Design mvm_result_buffer_flat, sky130hd; sources not shown.
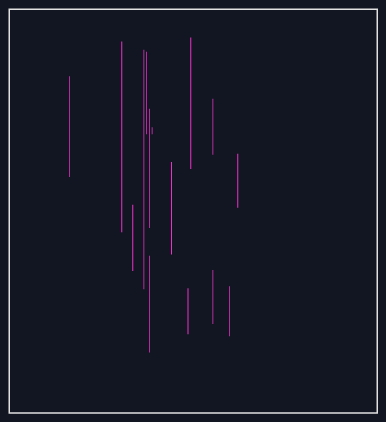
Figure 1: the metal 4 layer.
(3 px per um)
longest straight run: 79.6 um
nets with wire on the layer: 11
share of all routed wire: 2.3%
wire length on this layer: 458 um
Vias: 5095
Total Routed Length: 20.1 mm

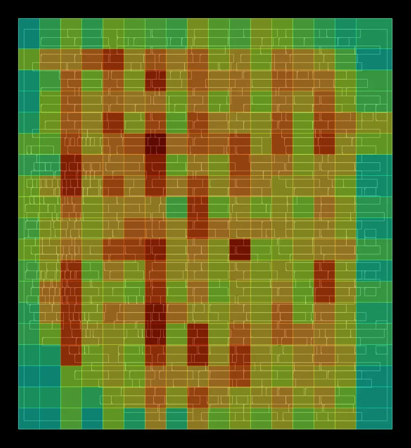
Figure 2: congestion heat map.
global routing met2 resource utilization: 43.2%
Global Route met3 Usage: 3.61%

==> results_tabular.tex <==
% Implementation results table
\begin{tabular}{lr}
\hline
Metric & Value \\
\hline
\multicolumn{2}{l}{\textbf{Status}} \\
Status & completed \\
\multicolumn{2}{l}{\textbf{STA}} \\
Final critical-path required period & approximately 5.4 ns \\
Final Hold Fails & 0 \\
Setup TNS Final & 0 ns \\
Final Setup Violations & 0 \\
Max-slew headroom & 26.3\% \\
\multicolumn{2}{l}{\textbf{Power and ir drop}} \\
Pwr Total & about 2 mW \\
Internal & approximately 1.7 mW \\
Worst IR drop on VDD & between 150 and 200 uV \\
Clock network fraction of total power & 24.7\% \\
Total net switching power & around 0.39 mW \\
Sequential cell fraction of total power & about three quarters \\
Power in combinational cells & roughly 0.042 mW \\
\multicolumn{2}{l}{\textbf{Yosys}} \\
Register share after synthesis & between 70\% and 80\% \\
Complex-gate fraction of the synthesized area & under 10\% \\
Post-synthesis mux area share & about 14\% \\
Top area contributor share & between 70\% and 80\% \\
Net count after synthesis & around 520 \\
Top cell type by total area after synthesis & sky130\_fd\_sc\_hd\_\_edfxtp\_1 \\
FF+latch count, synth & approximately 270 \\
Number of flops mapped to enable cells by yosys & around 260 \\
Ys Warns & 0 \\
Mean instance size in the synthesized netlist & around 22 um\^{}2 \\
Ys flop type & sky130\_fd\_sc\_hd\_\_edfxtp\_1 \\
Post-synthesis cell type count & 47 \\
\multicolumn{2}{l}{\textbf{Die}} \\
Core outline area & between 15000 and 20000 um\^{}2 \\
Height of the die & 134 um \\
Tap cell count & 196 \\
Boundary pin count & 42 \\
Rows & approximately 47 \\
\multicolumn{2}{l}{\textbf{Setup path}} \\
Buffers plus inverters on the worst setup path & 2 \\
Type of the worst setup path & flop to primary output \\
Critical path depth in cells & 5 \\
Top cell family by delay on the critical path & buffers and inverters \\
Critical path capture point type & primary output \\
Slowest Stage Delay on Critical Path & 0.77 ns \\
\multicolumn{2}{l}{\textbf{Placed design}} \\
Post-detail-place hpwl & 12.0 mm \\
Routability congestion estimate from global placement & between 0.7 and 0.8 \\
Cell area reported after detailed placement & approximately 11000 um\^{}2 \\
\multicolumn{2}{l}{\textbf{Final layout}} \\
Top logic cells by instance count in the layout & 256 x sky130\_fd\_sc\_hd\_\_edfxtp\_1, 44 x sky130\_fd\_sc\_hd\_\_mux4\_2, 41 x sky130\_fd\_sc\_hd\_\_clkdlybuf4s50\_1 \\
Sequential cell area in the final layout & around 8000 um\^{}2 \\
Antenna fix cells & 0 \\
Sequential cell count & roughly 270 \\
\multicolumn{2}{l}{\textbf{Flow run}} \\
Tally of OpenROAD warnings & 28 \\
\multicolumn{2}{l}{\textbf{Global route}} \\
Wire length of the first global-routing pass & between 30 and 40 mm \\
Met1 global-route usage & 36.0\% \\
Layer carrying the most global-route usage & met2 \\
Largest net degree at the start of global routing & between 60 and 70 \\
Number of global-route vias before repair & around 5200 \\
\multicolumn{2}{l}{\textbf{Clocking}} \\
Number of clock sinks seen by CTS & between 200 and 300 \\
CTS tree & yes \\
Number of buffers inserted by post-CTS setup repair & 0 \\
Deepest level of the CTS H-tree & 1 \\
\multicolumn{2}{l}{\textbf{Route}} \\
Pre-antenna DRT Iters & 4 \\
\hline
\end{tabular}
Power and IR drop assume default switching activity.
